Run 1, track usage over the die:
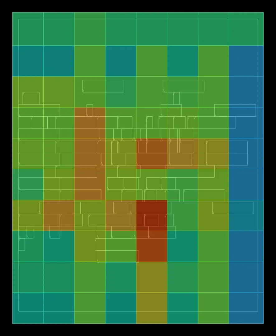
Run 1, cell classes on the final placement:
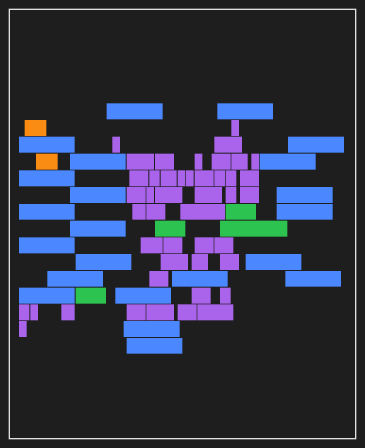
Run 1, cell density map:
The die is cut into 6 by 7 equal tiles; black is low, pale yellow is high, 0 to 100% covered.
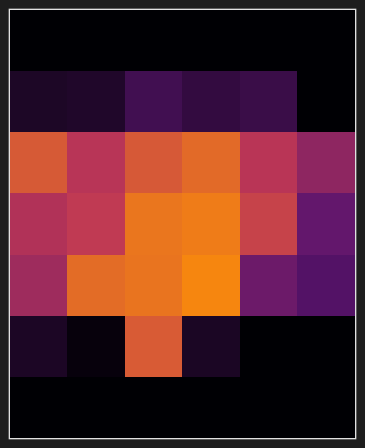
Run 1, cells by drive strength:
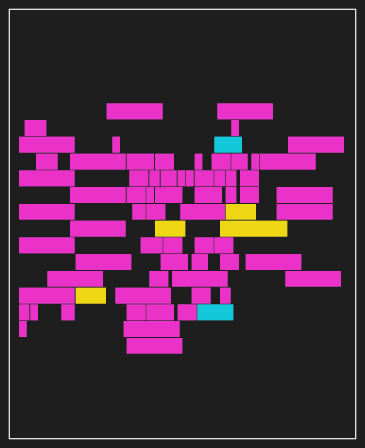
[src/rtl/fifo_wr_ctrl_if.sv]
// Write-side bundle between the async FIFO write controller and its user.
// Ports: w_inc/ovf_clr/r_ptr_gray toward the controller; waddr, w_ptr_gray,
//        wfull, w_afull, w_level, w_ovf back from it.
interface fifo_wr_ctrl_if #(
  parameter int ADDR_SIZE = 3
);
  logic                 w_inc;
  logic                 ovf_clr;
  logic [ADDR_SIZE:0]   r_ptr_gray;
  logic [ADDR_SIZE-1:0] waddr;
  logic [ADDR_SIZE:0]   w_ptr_gray;
  logic                 wfull;
  logic                 w_afull;
  logic [ADDR_SIZE:0]   w_level;
  logic                 w_ovf;

  // Writer / environment side.
  modport master (
    output w_inc, ovf_clr, r_ptr_gray,
    input  waddr, w_ptr_gray, wfull, w_afull, w_level, w_ovf
  );

  // Controller side.
  modport slave (
    input  w_inc, ovf_clr, r_ptr_gray,
    output waddr, w_ptr_gray, wfull, w_afull, w_level, w_ovf
  );
endinterface

[src/rtl/fifo_wr_ctrl.sv]
// Write-side pointer/flag controller of an async FIFO (w_clk domain only).
// Latency: an accepted write moves waddr/w_ptr_gray/flags on the same edge; a read becomes visible after SYNC_STAGES+1 edges.
// Backpressure: wfull blocks w_inc (pointer holds, sticky w_ovf set); full release is pessimistic, never lossy.
// Ports: w_clk, w_rst (async, active-low), bus (slave): w_inc, ovf_clr, r_ptr_gray in;
//        waddr, w_ptr_gray, wfull, w_afull, w_level, w_ovf out.
module fifo_wr_ctrl #(
  parameter int ADDR_SIZE    = 3,
  parameter int SYNC_STAGES  = 2,
  parameter int AFULL_THRESH = 6
) (
  input  logic           w_clk,
  input  logic           w_rst,
  fifo_wr_ctrl_if.slave  bus
);
  localparam int A = ADDR_SIZE;
  localparam logic [A:0] AFULL_T = AFULL_THRESH[A:0];

  logic [A:0] wbin_q,  wbin_d;
  logic [A:0] wgray_q, wgray_d;
  logic [A:0] rq_q [SYNC_STAGES];
  logic [A:0] rq_d [SYNC_STAGES];
  logic       wfull_q, wfull_d;
  logic       wafull_q, wafull_d;
  logic [A:0] wlevel_q, wlevel_d;
  logic       wovf_q, wovf_d;

  logic [A:0] rq_sync;
  logic [A:0] rbin_sync;
  logic       accept;

  // Synchronizer for the read-domain Gray pointer; nothing else touches r_ptr_gray.
  always_comb begin
    rq_d[0] = bus.r_ptr_gray;
    for (int i = 1; i < SYNC_STAGES; i++) begin
      rq_d[i] = rq_q[i-1];
    end
  end

  assign rq_sync = rq_q[SYNC_STAGES-1];

  // Gray to binary: bit i is the XOR of all Gray bits at or above i.
  always_comb begin
    rbin_sync = '0;
    for (int i = 0; i <= A; i++) begin
      rbin_sync[i] = ^(rq_sync >> i);
    end
  end

  always_comb begin
    accept   = bus.w_inc & ~wfull_q;
    wbin_d   = wbin_q + {{A{1'b0}}, accept};
    wgray_d  = wbin_d ^ (wbin_d >> 1);
    // Full when the next write pointer has lapped the read pointer exactly once:
    // in Gray code that means the two MSBs differ and the rest match.
    wfull_d  = (wgray_d == {~rq_sync[A:A-1], rq_sync[A-2:0]});
    wlevel_d = wbin_d - rbin_sync;
    wafull_d = (wlevel_d >= AFULL_T);
    // A set in the same cycle as a clear wins so no overflow event is lost.
    wovf_d   = (bus.w_inc & wfull_q) | (wovf_q & ~bus.ovf_clr);
  end

  always_ff @(posedge w_clk or negedge w_rst) begin
    if (!w_rst) begin
      wbin_q   <= '0;
      wgray_q  <= '0;
      wfull_q  <= 1'b0;
      wafull_q <= 1'b0;
      wlevel_q <= '0;
      wovf_q   <= 1'b0;
      for (int i = 0; i < SYNC_STAGES; i++) begin
        rq_q[i] <= '0;
      end
    end else begin
      wbin_q   <= wbin_d;
      wgray_q  <= wgray_d;
      wfull_q  <= wfull_d;
      wafull_q <= wafull_d;
      wlevel_q <= wlevel_d;
      wovf_q   <= wovf_d;
      for (int i = 0; i < SYNC_STAGES; i++) begin
        rq_q[i] <= rq_d[i];
      end
    end
  end

  assign bus.waddr      = wbin_q[A-1:0];
  assign bus.w_ptr_gray = wgray_q;
  assign bus.wfull      = wfull_q;
  assign bus.w_afull    = wafull_q;
  assign bus.w_level    = wlevel_q;
  assign bus.w_ovf      = wovf_q;
endmodule

[src/flat_wrapper.sv]
// flat-port wrapper written by rule: the top's interface ports become plain ports
module fifo_wr_ctrl_flat 
#(
  parameter int ADDR_SIZE    = 3,
  parameter int SYNC_STAGES  = 2,
  parameter int AFULL_THRESH = 6
)
  (w_clk, w_rst, bus_w_inc, bus_ovf_clr, bus_r_ptr_gray, bus_waddr, bus_w_ptr_gray, bus_wfull, bus_w_afull, bus_w_level, bus_w_ovf);
  fifo_wr_ctrl_if #(.ADDR_SIZE(ADDR_SIZE)) bus_i ();
  input  logic w_clk;
  input  logic w_rst;
  input wire logic [$bits(bus_i.w_inc)-1:0] bus_w_inc;
  input wire logic [$bits(bus_i.ovf_clr)-1:0] bus_ovf_clr;
  input wire logic [$bits(bus_i.r_ptr_gray)-1:0] bus_r_ptr_gray;
  output wire logic [$bits(bus_i.waddr)-1:0] bus_waddr;
  output wire logic [$bits(bus_i.w_ptr_gray)-1:0] bus_w_ptr_gray;
  output wire logic [$bits(bus_i.wfull)-1:0] bus_wfull;
  output wire logic [$bits(bus_i.w_afull)-1:0] bus_w_afull;
  output wire logic [$bits(bus_i.w_level)-1:0] bus_w_level;
  output wire logic [$bits(bus_i.w_ovf)-1:0] bus_w_ovf;
  assign bus_i.w_inc = bus_w_inc;
  assign bus_i.ovf_clr = bus_ovf_clr;
  assign bus_i.r_ptr_gray = bus_r_ptr_gray;
  assign bus_waddr = bus_i.waddr;
  assign bus_w_ptr_gray = bus_i.w_ptr_gray;
  assign bus_wfull = bus_i.wfull;
  assign bus_w_afull = bus_i.w_afull;
  assign bus_w_level = bus_i.w_level;
  assign bus_w_ovf = bus_i.w_ovf;
  fifo_wr_ctrl #(.ADDR_SIZE(ADDR_SIZE), .SYNC_STAGES(SYNC_STAGES), .AFULL_THRESH(AFULL_THRESH)) u_core (.w_clk(w_clk), .w_rst(w_rst), .bus(bus_i));
endmodule
[config.mk]
export PLATFORM = sky130hd
export DESIGN_NAME = fifo_wr_ctrl_flat
export DESIGN_NICKNAME = d
export VERILOG_FILES = /design/src/rtl/fifo_wr_ctrl_if.sv /design/src/rtl/fifo_wr_ctrl.sv /design/src/flat_wrapper.sv
export SDC_FILE = /design/constraint.sdc
export NUM_CORES = 1
export LEC_CHECK = 0
export ABC_AREA = 0
export CAP_MARGIN = 20
export CORE_ASPECT_RATIO = 1.25
export CORE_UTILIZATION = 25
export CTS_BUF_LIST = sky130_fd_sc_hd__clkbuf_8
export CTS_CLUSTER_DIAMETER = 60
export DETAILED_ROUTE_END_ITERATION = 6
export DONT_BUFFER_PORTS = 1
export SKIP_LAST_GASP = 1
export SYNTH_ARGS = -nofsm -noshare
export SYNTH_HDL_FRONTEND = slang
export SYNTH_SLANG_ARGS = --single-unit
[constraint.sdc]
create_clock -name w_clk -period 3 [get_ports w_clk]
set_input_delay 0.6 -clock w_clk [delete_from_list [all_inputs] [get_ports w_clk]]
set_output_delay 0.6 -clock w_clk [all_outputs]
set_load 0.02 [all_outputs]
==> results.sh, run 1 <==
# source this file to load flow results
export IMPL_hold_slack_ns=0.0223
export IMPL_max_freq_mhz=422
export IMPL_port_buffers=0
export IMPL_cts_root_buf="clkbuf_8"
export IMPL_drive_above_1_share=0.0822
export IMPL_cts_setup_buffers=0
export IMPL_path_class="flip-flop to flip-flop"
export IMPL_instances_no_fill=112
export IMPL_setup_viol=0
export IMPL_async_flop_share=1.00
export IMPL_xor_area_frac=0.162
export IMPL_num_antenna_cells=0
export IMPL_area_growth_pct=15.4
export IMPL_ys_sh_aoi=0.0755
export IMPL_slowest_stage="fa_1"
export IMPL_tns_ns=0
export IMPL_grt_overflow_total=0
export IMPL_drt_initial_drc_count=11
export IMPL_crit_buf_inv=2
export IMPL_top_layer="met4"
export IMPL_ys_area_sq_um=911
export IMPL_dr_wl_met2_microns=646
export IMPL_grt_max_degree=23
export IMPL_final_period_utilization=0.790
export IMPL_max_slew_worst_pin_slew_ns=0.473
export IMPL_htreeDepth=1
export IMPL_cts_clk_slew_worst_paths_ns=0.08
export IMPL_syn_cell_area_sq_um=911
export IMPL_routabilityCongestion=0.695
export IMPL_netlist_instances=67
export IMPL_yosysTopAreaCell="dfrtp_1"
export IMPL_synth_seq_share=0.604
export IMPL_clock_latency_ns=0.26
export IMPL_finClkSkew_ns=0.00270
export IMPL_numSynthFlops=22
export IMPL_dpl_cell_area_sq_um=960
export IMPL_detail_route_antenna_nets=0
export IMPL_grt_pass1_wl_mm=2.53
export IMPL_cpPeakStageDelay_ns=0.57
export IMPL_grt_pass1_vias=546
export IMPL_avgViaCountPerCell=4.27
export IMPL_cts_tree="yes"
export IMPL_netlist_logic_family_top="XOR/XNOR gates"
export IMPL_hpwl_mm=1.02
export IMPL_syn_area_per_cell_sq_um=13.6
export IMPL_period_minus_slack_ns=2.37
export IMPL_wl_mm=1.37
export IMPL_ys_sh_simple=0.0343
export IMPL_maxCapViolations=0
export IMPL_edf_count=0
export IMPL_end_kind="flip-flop"
export IMPL_syn_nets=81
export IMPL_fp_dieW_microns=56.0
export IMPL_clkSinkCount=22
export IMPL_antenna_found_initial=0
export IMPL_top_cell="dfrtp_1"
export IMPL_top_cells_by_count="dfrtp_1, inv_1, xnor2_1"
export IMPL_nNetsFinal=88
export IMPL_yosys_warnings=0
export IMPL_ys_types=20
export IMPL_mux_share=0
export IMPL_rsz0062_at_grt="no"
export IMPL_crit_required_ns=3.15
export IMPL_max_clock_path_buffers=2
export IMPL_synth_area_top_cells="dfrtp_1, xnor2_1, ha_1, xor2_1, inv_1"
export IMPL_slew_violations=0
export IMPL_chipArea_sq_um=3890
export IMPL_final_hold_viol_count=0
export IMPL_drc=0
export IMPL_vias=478
export IMPL_place_inst=106
export IMPL_top_area_frac=0.604
export IMPL_ios=22
export IMPL_slew_headroom=0.682
export IMPL_hold_path_class="primary input to async pin"
export IMPL_arrival_ns=2.52
export IMPL_status="complete, no violations"
Back to the opening pictures, 'track usage over the die':
GRT Util Overall: 0.0864
Core Util, Final: 0.302
GR peak layer: met2
met2 track demand over resource: 0.131

Back to the opening pictures, 'cell classes on the final placement':
[purple] all other logic | cells: 45
[green] clock drivers and dummy loads | cells: 4
[orange] other buffers and delay cells | cells: 2
[blue] flip-flops | cells: 22
design area: 1050 sq um
core area: 3480 sq um
Rows: 24
flop share of the area: 0.524

Back to the opening pictures, 'cell density map':
densest ninth of the die: center
mean over tiles: 26%
nearly empty tiles: 38%
emptiest ninth of the die: lower right
fullest tile: 73%
Starting Density: 0.261

Back to the opening pictures, 'cells by drive strength':
[yellow] drive 6 and up | cells: 4 | most used: clkbuf_8
[cyan] drive 2 | cells: 2
[magenta] drive 1 or less | cells: 67 | most used: dfrtp_1
setup ws final: 0.629 ns
Buffers excl. clock: 2

==> run 1: repair_timing <==
action                                 CTS  global route
endpoints found under the hold margin    0             5
hold buffers                             0             2
setup endpoints to repair                0             0
==> run 1: layout make-up <==
class | count | area, sq um
clock buffers | 3 | 41.3
clock inverters | 1 | 30.0
fillers | 349 | 2430
inverters | 8 | 30.0
multi-input cells | 37 | 330
flip-flops and latches | 22 | 551
well taps | 39 | 48.8
repair buffers | 2 | 20.0
==> run 1: sequential cells by signal (all words and copies together), names as in the netlist <==
signal                 cells
u_core.rq_sync             4
u_core.wbin_q              4
u_core.bus.w_ptr_gray      3
u_core.rq_d                4
u_core.bus.w_afull         1
u_core.bus.wfull           1
u_core.bus.w_level         4
u_core.bus.w_ovf           1
==> run 1: final timing paths <==
check                                                 from                           end  slack [ns]  cells after the start
worst max-delay path            u_core.bus.wfull$_DFF_PN0_  u_core.bus.w_afull$_DFF_PN0_        0.63                      8
worst min-delay path                                 w_rst      u_core.rq_d[2]$_DFF_PN0_        0.02                      0
worst max register to register  u_core.bus.wfull$_DFF_PN0_  u_core.bus.w_afull$_DFF_PN0_        0.63                      8
worst min register to register    u_core.rq_d[1]$_DFF_PN0_   u_core.rq_sync[1]$_DFF_PN0_        0.35                      0
max in group asynchronous                            w_rst      u_core.rq_d[3]$_DFF_PN0_        2.21                      1
min in group w_clk                u_core.rq_d[1]$_DFF_PN0_   u_core.rq_sync[1]$_DFF_PN0_        0.35                      0
==> inputs of run 2 (changes only) <==
clock period = 2.25 ns   (was 3 ns; I/O delays follow)
==> run 2 against run 1 <==
Clock skew up 0.0011 ns; register-to-register slack worse by 0.50 ns; area after synthesis unchanged; hold slack better by 0.19 ns; first-iteration DRC count down 73%; global-route usage about the same; count of clock-buffer cells in the layout up 1; die size unchanged.
==> results.sh, run 2 <==
# source this file to load flow results
export IMPL_status="complete, no violations"
export IMPL_area_growth_pct=26.4
export IMPL_final_hold_viol_count=0
export IMPL_end_kind="flip-flop"
export IMPL_period_minus_slack_ns=2.12
export IMPL_netlist_instances=67
export IMPL_tns_ns=0
export IMPL_ys_types=20
export IMPL_fp_utilization=0.261
export IMPL_synth_area_top_cells="dfrtp_1, xnor2_1, ha_1, xor2_1, inv_1"
export IMPL_drt_initial_drc_count=3
export IMPL_instances_no_fill=121
export IMPL_syn_cell_area_sq_um=911
export IMPL_comb_area_frac=0.314
export IMPL_hpwl_mm=1.08
export IMPL_cpPeakStageDelay_ns=0.55
export IMPL_grt_pass1_vias=547
export IMPL_top_cell="dfrtp_1"
export IMPL_numSynthFlops=22
export IMPL_max_clock_path_buffers=2
export IMPL_edf_count=0
export IMPL_routabilityCongestion=0.729
export IMPL_largest_class="registers"
export IMPL_max_freq_mhz=471
export IMPL_nNetsFinal=97
export IMPL_ios=22
export IMPL_core_region_area_sq_um=3480
export IMPL_seq_area_frac=0.478
export IMPL_grt_max_degree=23
export IMPL_drive_above_1_share=0.280
export IMPL_flop_area_sq_um=551
export IMPL_maxCapViolations=0
export IMPL_path_class="flip-flop to flip-flop"
export IMPL_inverters_excl_clock=8
export IMPL_crit_buf_inv=1
export IMPL_yosysTopAreaCell="dfrtp_1"
export IMPL_top_usage_layer="met2"
export IMPL_ff_count=22
export IMPL_cts_tree="yes"
export IMPL_syn_nets=81
export IMPL_top_layer="met4"
export IMPL_top_cells_by_count="dfrtp_1, inv_1, xnor2_1"
export IMPL_yosys_warnings=0
export IMPL_final_period_utilization=0.943
export IMPL_port_buffers=0
export IMPL_dr_wl_met2_microns=763
export IMPL_cts_clk_slew_worst_paths_ns=0.08
export IMPL_grt_pass1_wl_mm=2.57
export IMPL_htreeDepth=1
export IMPL_vias=507
export IMPL_clkSinkCount=22
export IMPL_hold_path_class="primary input to flip-flop"
export IMPL_slew_violations=0
export IMPL_fp_dieW_microns=56.0
export IMPL_fp_row_count=24
export IMPL_gr_usage_met2=0.135
export IMPL_fin_ws_ns=0.129
export IMPL_finClkSkew_ns=0.00380
export IMPL_detail_route_antenna_nets=0
export IMPL_grt_usage=0.0866
export IMPL_grt_overflow_total=0
export IMPL_dpl_cell_area_sq_um=1010
export IMPL_chipArea_sq_um=3890
export IMPL_n_clock_buffer=4
export IMPL_top_area_frac=0.604
export IMPL_clock_cell_area_share=0.0478
export IMPL_finalInstanceArea_sq_um=1150
export IMPL_hold_slack_ns=0.212
==> run 2: cell counts after synthesis <==
No cell type changed its count.
==> run 2: timing repair <==
action	in CTS	in global routing
buffers inserted	0	2
endpoints found under the hold margin	22	0
hold buffers	1	0
endpoints found under the setup margin	0	1
resized	0	7
==> run 2: worst paths after layout <==
| kind | start | end | slack (ns) | cells after the start |
|---|---|---|---|---|
| min reg2reg | u_core.rq_d[0]$_DFF_PN0_ | u_core.rq_sync[0]$_DFF_PN0_ | 0.35 | 0 |
| max in group asynchronous | w_rst | u_core.bus.w_ptr_gray[1]$_DFF_PN0_ | 1.32 | 2 |
| max reg2reg | u_core.rq_sync[2]$_DFF_PN0_ | u_core.bus.w_afull$_DFF_PN0_ | 0.13 | 8 |
| min in group asynchronous | w_rst | u_core.rq_d[2]$_DFF_PN0_ | 0.53 | 1 |
| min | bus_r_ptr_gray[2] | u_core.rq_d[2]$_DFF_PN0_ | 0.21 | 0 |
| max | u_core.rq_sync[2]$_DFF_PN0_ | u_core.bus.w_afull$_DFF_PN0_ | 0.13 | 8 |
==> run 2: cell families after synthesis <==
family                   synth area share
flip-flops                          0.604
XOR/XNOR                            0.162
AND/OR/NAND/NOR                    0.0343
buffers and inverters              0.0330
AND-OR/OR-AND                      0.0756
adder cells (fa/ha/maj)            0.0907
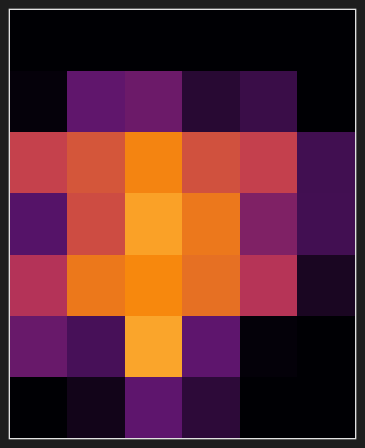
Run 2: cell density map
The die is cut into 6 by 7 equal tiles; black is low, pale yellow is high, 0 to 100% covered.
Core Util, Final: 0.330

==> inputs of run 3 (changes only) <==
SLEW_MARGIN = 5   (was not set)
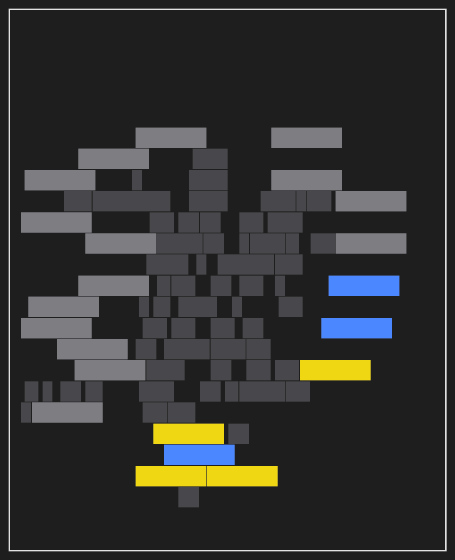
Run 3: register map, names as in the netlist
[blue] u_core.bus.w_ptr_gray | placed flops: 3
[yellow] u_core.wbin_q | placed flops: 4 | where: bottom center
not colored: 15
FF/Latch Area: 551 sq um
flop share of the area: 0.478

==> run 3 against run 2 <==
Worst setup slack is the same; clock skew is the same; non-clock buffer count is the same; area after synthesis is the same; critical path depth is the same; wire length is the same; global-route usage is the same; utilization is the same.
==> results.sh, run 3 <==
# source this file to load flow results
export IMPL_status="complete, no violations"
export IMPL_grt_pass1_vias=547
export IMPL_maxCapViolations=0
export IMPL_r2r_cells=8
export IMPL_clock_latency_ns=0.26
export IMPL_path_class="flip-flop to flip-flop"
export IMPL_top_layer="met4"
export IMPL_fp_row_count=24
export IMPL_core_region_area_sq_um=3480
export IMPL_dpl_cell_area_sq_um=1010
export IMPL_netlist_instances=67
export IMPL_drt_initial_drc_count=3
export IMPL_antenna_found_initial=0
export IMPL_instances_no_fill=121
export IMPL_yosys_warnings=0
export IMPL_rrSetupSlack_ns=0.13
export IMPL_hold_start="bus_r_ptr_gray[2]"
export IMPL_htreeDepth=1
export IMPL_top_cells_by_count="dfrtp_1, inv_1, xnor2_1"
export IMPL_max_freq_mhz=471
export IMPL_grt_usage=0.0866
export IMPL_cts_tree="yes"
export IMPL_hpwl_mm=1.08
export IMPL_arrival_ns=2.26
export IMPL_edf_count=0
export IMPL_ys_area_sq_um=911
export IMPL_finalInstanceArea_sq_um=1150
export IMPL_final_period_utilization=0.943
export IMPL_chipArea_sq_um=3890
export IMPL_detail_route_antenna_nets=0
export IMPL_max_slew_worst_pin_slew_ns=0.564
export IMPL_hold_slack_ns=0.212
export IMPL_gr_usage_met2=0.135
export IMPL_fp_dieW_microns=56.0
export IMPL_nNetsFinal=97
export IMPL_syn_cell_area_sq_um=911
export IMPL_fin_ws_ns=0.129
export IMPL_grt_pass1_wl_mm=2.57
export IMPL_top_cell="dfrtp_1"
export IMPL_routabilityCongestion=0.729
export IMPL_async_flop_share=1.00
export IMPL_synth_seq_share=0.604
export IMPL_slew_violations=0
export IMPL_tns_ns=0
export IMPL_rr_startpoint="u_core.rq_sync[2]$_DFF_PN0_"
export IMPL_num_antenna_cells=0
export IMPL_numSynthFlops=22
export IMPL_max_clock_path_buffers=2
export IMPL_wl_mm=1.47
export IMPL_area_growth_pct=26.4
export IMPL_ys_types=20
export IMPL_hold_depth=0
export IMPL_syn_nets=81
export IMPL_cts_clk_slew_worst_paths_ns=0.08
export IMPL_period_minus_slack_ns=2.12
export IMPL_clkSinkCount=22
export IMPL_grt_max_degree=23
-- run 3: cell counts after synthesis --
No cell type changed its count.
-- run 3: cell type report --
type	instances	area share
Clock buffer	4	0.0478
Multi-Input combinational cell	37	0.314
Sequential cell	22	0.478
Tap cell	39	0.0424
Timing Repair Buffer	11	0.0913
Inverter	8	0.0261
-- run 3: how the worst max path moves through the flow --
stage | startpoint | to | slack, ns | cells past startpoint
floorplan | bus_w_inc | u_core.bus.w_afull$_DFF_PN0_ | 0.03 | 8
global placement | u_core.rq_sync[3]$_DFF_PN0_ | u_core.bus.w_afull$_DFF_PN0_ | 0.06 | 8
detailed placement | u_core.rq_sync[3]$_DFF_PN0_ | u_core.bus.w_afull$_DFF_PN0_ | 0.03 | 8
CTS | u_core.rq_sync[3]$_DFF_PN0_ | u_core.bus.w_afull$_DFF_PN0_ | 0.01 | 8
global route | u_core.rq_sync[2]$_DFF_PN0_ | u_core.bus.w_afull$_DFF_PN0_ | -0.02 | 8
finish | u_core.rq_sync[2]$_DFF_PN0_ | u_core.bus.w_afull$_DFF_PN0_ | 0.13 | 8
-- run 3: cells by family after synthesis --
family | Yosys count | share of synthesized area
AND-OR/OR-AND | 9 | 0.0756
XOR/XNOR | 16 | 0.162
adder cells (fa/ha/maj) | 6 | 0.0907
buffers and inverters | 8 | 0.0330
flip-flops | 22 | 0.604
AND/OR/NAND/NOR | 6 | 0.0343
-- run 3: repair_timing --
action / 4_1_cts / 5_1_grt
buffers inserted: 0 / 2
hold buffers: 1 / 0
endpoints found under the hold margin: 22 / 0
resized: 0 / 7
setup endpoints to repair: 0 / 1
